==> config.mk <==
export PLATFORM = sky130hd
export DESIGN_NAME = apb_master
export DESIGN_NICKNAME = d
export VERILOG_FILES = /design/src/rtl/apb_pkg.sv /design/src/rtl/apb_mst_watchdog.sv /design/src/rtl/apb_master.sv
export SDC_FILE = /design/constraint.sdc
export NUM_CORES = 1
export LEC_CHECK = 0
export CAP_MARGIN = 20
export CORE_UTILIZATION = 30
export DETAILED_ROUTE_END_ITERATION = 10
export PLACE_DENSITY_LB_ADDON = 0.1
export SLEW_MARGIN = 40
export SYNTH_ARGS = -nofsm -noshare
export SYNTH_HDL_FRONTEND = slang
export SYNTH_SLANG_ARGS = --single-unit
==> constraint.sdc <==
create_clock -name PCLK -period 4.15 [get_ports PCLK]
set_input_delay 0.83 -clock PCLK [delete_from_list [all_inputs] [get_ports PCLK]]
set_output_delay 0.83 -clock PCLK [all_outputs]
set_load 0.01 [all_outputs]
### Selected gate families

(3 px per µm)
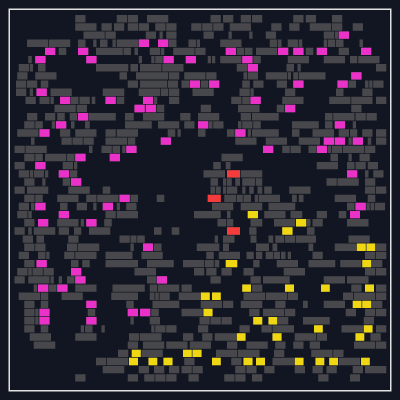
- yellow: AND-OR and OR-AND gates (cells 36)
- red: adder and majority cells (cells 3)
- magenta: multiplexers (cells 69; where all over the die)
final cell count without fillers: 850
most used logic cell in the final layout: clkdlybuf4s50_1

### Routed metal, one colour a layer

(3 px per µm)
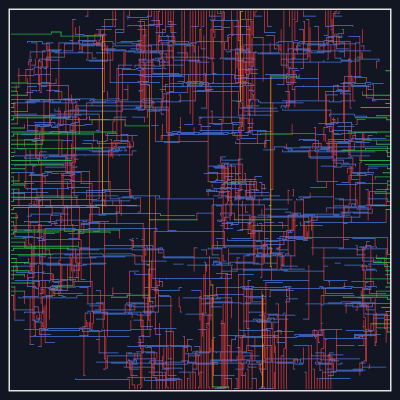
- orange: met4 (wire length 289 µm)
- red: met2 (wire length 6,220 µm)
- blue: met1 (wire length 6,130 µm)
- green: met3 (wire length 956 µm)
total routed wirelength: 13.6 mm
gr usage total: 17.6%
Avg WL per Cell: 16.0 µm

### Wires at chosen ports, followed through buffers

(4 px per µm)
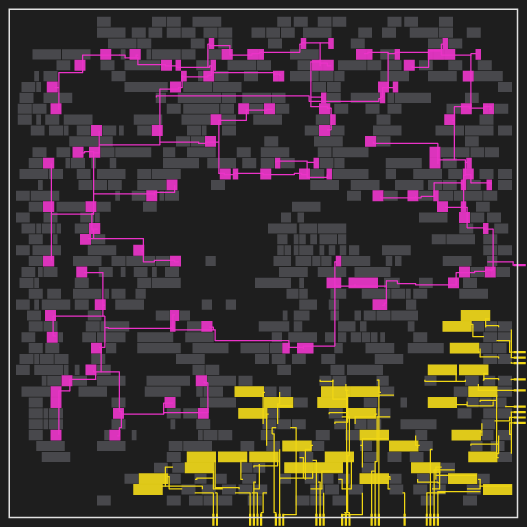
- yellow: rsp_rdata (bits 32; direction output; edge 23 south, 9 east; end cells 32; wire 753 µm)
- magenta: PRESETn (bits 1; direction input; edge east; end cells 109; wire 955 µm)
Port Buffers: 213
# IOs: 214

### Sequential cells grouped by signal name

(2 px per µm)
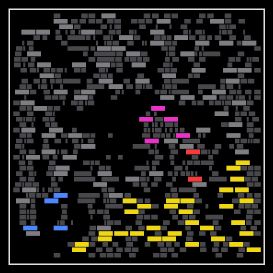
- magenta: u_wd.cnt_q (placed flops 5; where centre)
- yellow: rsp_rdata (placed flops 32)
- blue: PSTRB (placed flops 4; where south-west)
- red: state_q (placed flops 2)
- not coloured: 71
Flop area: 2280 µm²
Core Util, Final: 49.3%
seq pwr: 1.16 mW

### Clock nets

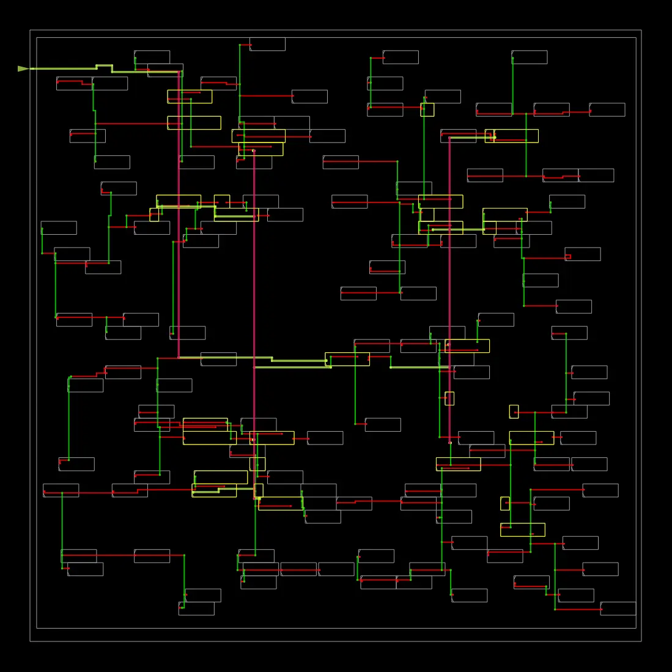
clock buf count: 17
TritonCTS Buffers: 17
worst-skew pair later-pin latency: 0.41 ns
clock group power: 1.53 mW

==> job_summary.md <==
## Implementation flow summary

| Metric | Value |
|---|---|
| Status | `finished, final reports clean` |
| CTS tree | `built` |
| Max Freq | `328 MHz` |
| Tmin final | `3.05 ns` |
| Synth Seq Share | `48.9%` |
| Area after DPL | `6890 µm²` |
| GP Congestion | `0.727` |
| # setup viols final | `0` |
| Core area | `15,200 µm²` |
| R2R Setup Slk | `2.00 ns` |
| Max Slew Vio Count | `0` |
| Slew margin rel. | `45.7%` |
| Max stage delay cell, worst path | `clkdlybuf4s50_1` |
| Crit end category | `output port` |
| GRT overflow | `0` |
| Area share of the largest cell type after synthesis | `48.9%` |
| Clock Sink Count | `114` |
| Ys flops | `114` |
| Post-CTS Setup Bufs | `0` |
| Layout cells sized above 1 | `8.16%` |
| Data arrival, critical path | `2.22 ns` |
| Hold_ws | `0.458 ns` |
| Worst stage delay on the critical path | `0.56 ns` |
| Synth Cell Area | `4660 µm²` |
| Worst hold stages | `1` |
| Post-CTS resize count | `0` |
| CP most frequent cell | `clkdlybuf4s50_1` |
| Cells along the critical path | `clkdlybuf4s50_1 -> nand3_1 -> nand2_1 -> clkdlybuf4s50_1` |
| Longest Clk Path Bufs | `2` |
| First-pass GRT wire length | `22.1 mm` |
| Leak | `2.87 nW` |
| Critical Path RT | `3.32 ns` |
| Log Warnings | `27` |
| Initial antenna violation count | `0` |
| Delay-heaviest family, CP | `buffers and inverters` |
| Via count | `4,120` |
| Crit-path max FO | `5` |
| Max-Cap Viols | `0` |
| Final hold vios | `0` |
| Die height | `127 µm` |
| Cells after Synth | `455` |
| DP Wirelength | `8.84 mm` |
| Fin worst setup slack | `1.10 ns` |
| DR iter-0 viols | `168` |
| Clock Pin Slew Worst Setup and Hold Paths | `0.05 ns` |
| Final TNS setup | `0 ns` |
| Die span in x | `127 µm` |
| Layout area overhead | `60.8%` |
| Cell count along the critical path | `4` |
| Post-Place Setup Slack | `1.10 ns` |
| Ys flop type | `dfxtp_1` |
| DRC Markers | `0` |
| Post-CTS Hold Fix Bufs | `0` |
| Crit Path Category | `input port to output port` |
| Largest net degree at the start of global routing | `61` |
| H-tree levels | `4` |
| WP buf/inv | `2` |
| DRT Pass-1 Iters | `4` |
| RSZ-0062 raised after global routing | `false` |
| Top cells by area | `dfxtp_1, mux2i_1, o211ai_1, a22o_1, nand2_1` |
| Chip area | `16,100 µm²` |
| Row count | `45` |
| Asr flop ratio synth | `0%` |
| Worst R2R Path Depth | `7` |
| NumNets Final | `759` |
| YS warnings | `0` |
| Yosys Chip Area | `4660 µm²` |
| Syn Area/Cell | `10.3 µm²` |
==> synth_stat cells, drive strengths merged (3+ instances only) <==
library cell  count
a211oi            4
a22o             32
buf              22
clkbuf           26
dfxtp           114
ha                3
inv               6
mux2i            69
nand2            71
nand3             4
o211ai           69
o21ai             6
==> layer usage <==
metal	global-route usage (%)	wire, µm	up-vias
met3	6.96	956	19
met2	28.1	6220	130
li1	-	-	2060
met5	0	0	-
met4	7.84	289	0
met1	21.0	6130	1911
==> power breakdown <==
part | internal, mW | switching [mW]
Sequential | 1.14 | 0.0251
Combinational | 0.218 | 0.168
Clock | 0.998 | 0.529
==> area by class of cell <==
| cell class | count | area (µm²) |
|---|---|---|
| clock inverters | 15 | 190 |
| well taps | 188 | 235 |
| inverters | 6 | 22.5 |
| repair buffers | 223 | 2200 |
| fillers | 1418 | 7700 |
| flip-flops and latches | 114 | 2280 |
| clock buffers | 17 | 425 |
| multi-input cells | 287 | 2140 |
==> cells by family (layout without fill, tap and decap cells) <==
| family | count (synthesis) | count (layout) | synth area share [%] |
|---|---|---|---|
| compound gates | 122 | 122 | 20.5 |
| fa+ha+maj | 3 | 3 | 0.805 |
| buf+inv | 54 | 261 | 5.79 |
| flops | 114 | 114 | 48.9 |
| mux | 69 | 69 | 14.8 |
| simple gates | 93 | 93 | 9.12 |
==> cells in the final DEF (no fill, tap or decap), types with 2 or more instances in the layout <==
master             n
bufinv_16          4
or3_1              2
clkdlybuf4s50_1  212
nand3_1            4
clkinvlp_4         3
o21ai_0            6
clkinv_2           6
o211ai_1          69
buf_4             11
inv_1              5
a21oi_1            2
and3_1             2
or3b_4             2
dfxtp_1          114
a22o_1            32
a211oi_1           3
nand2_1           71
clkbuf_16         17
mux2i_1           69
ha_1               3
Power and IR drop assume default switching activity.
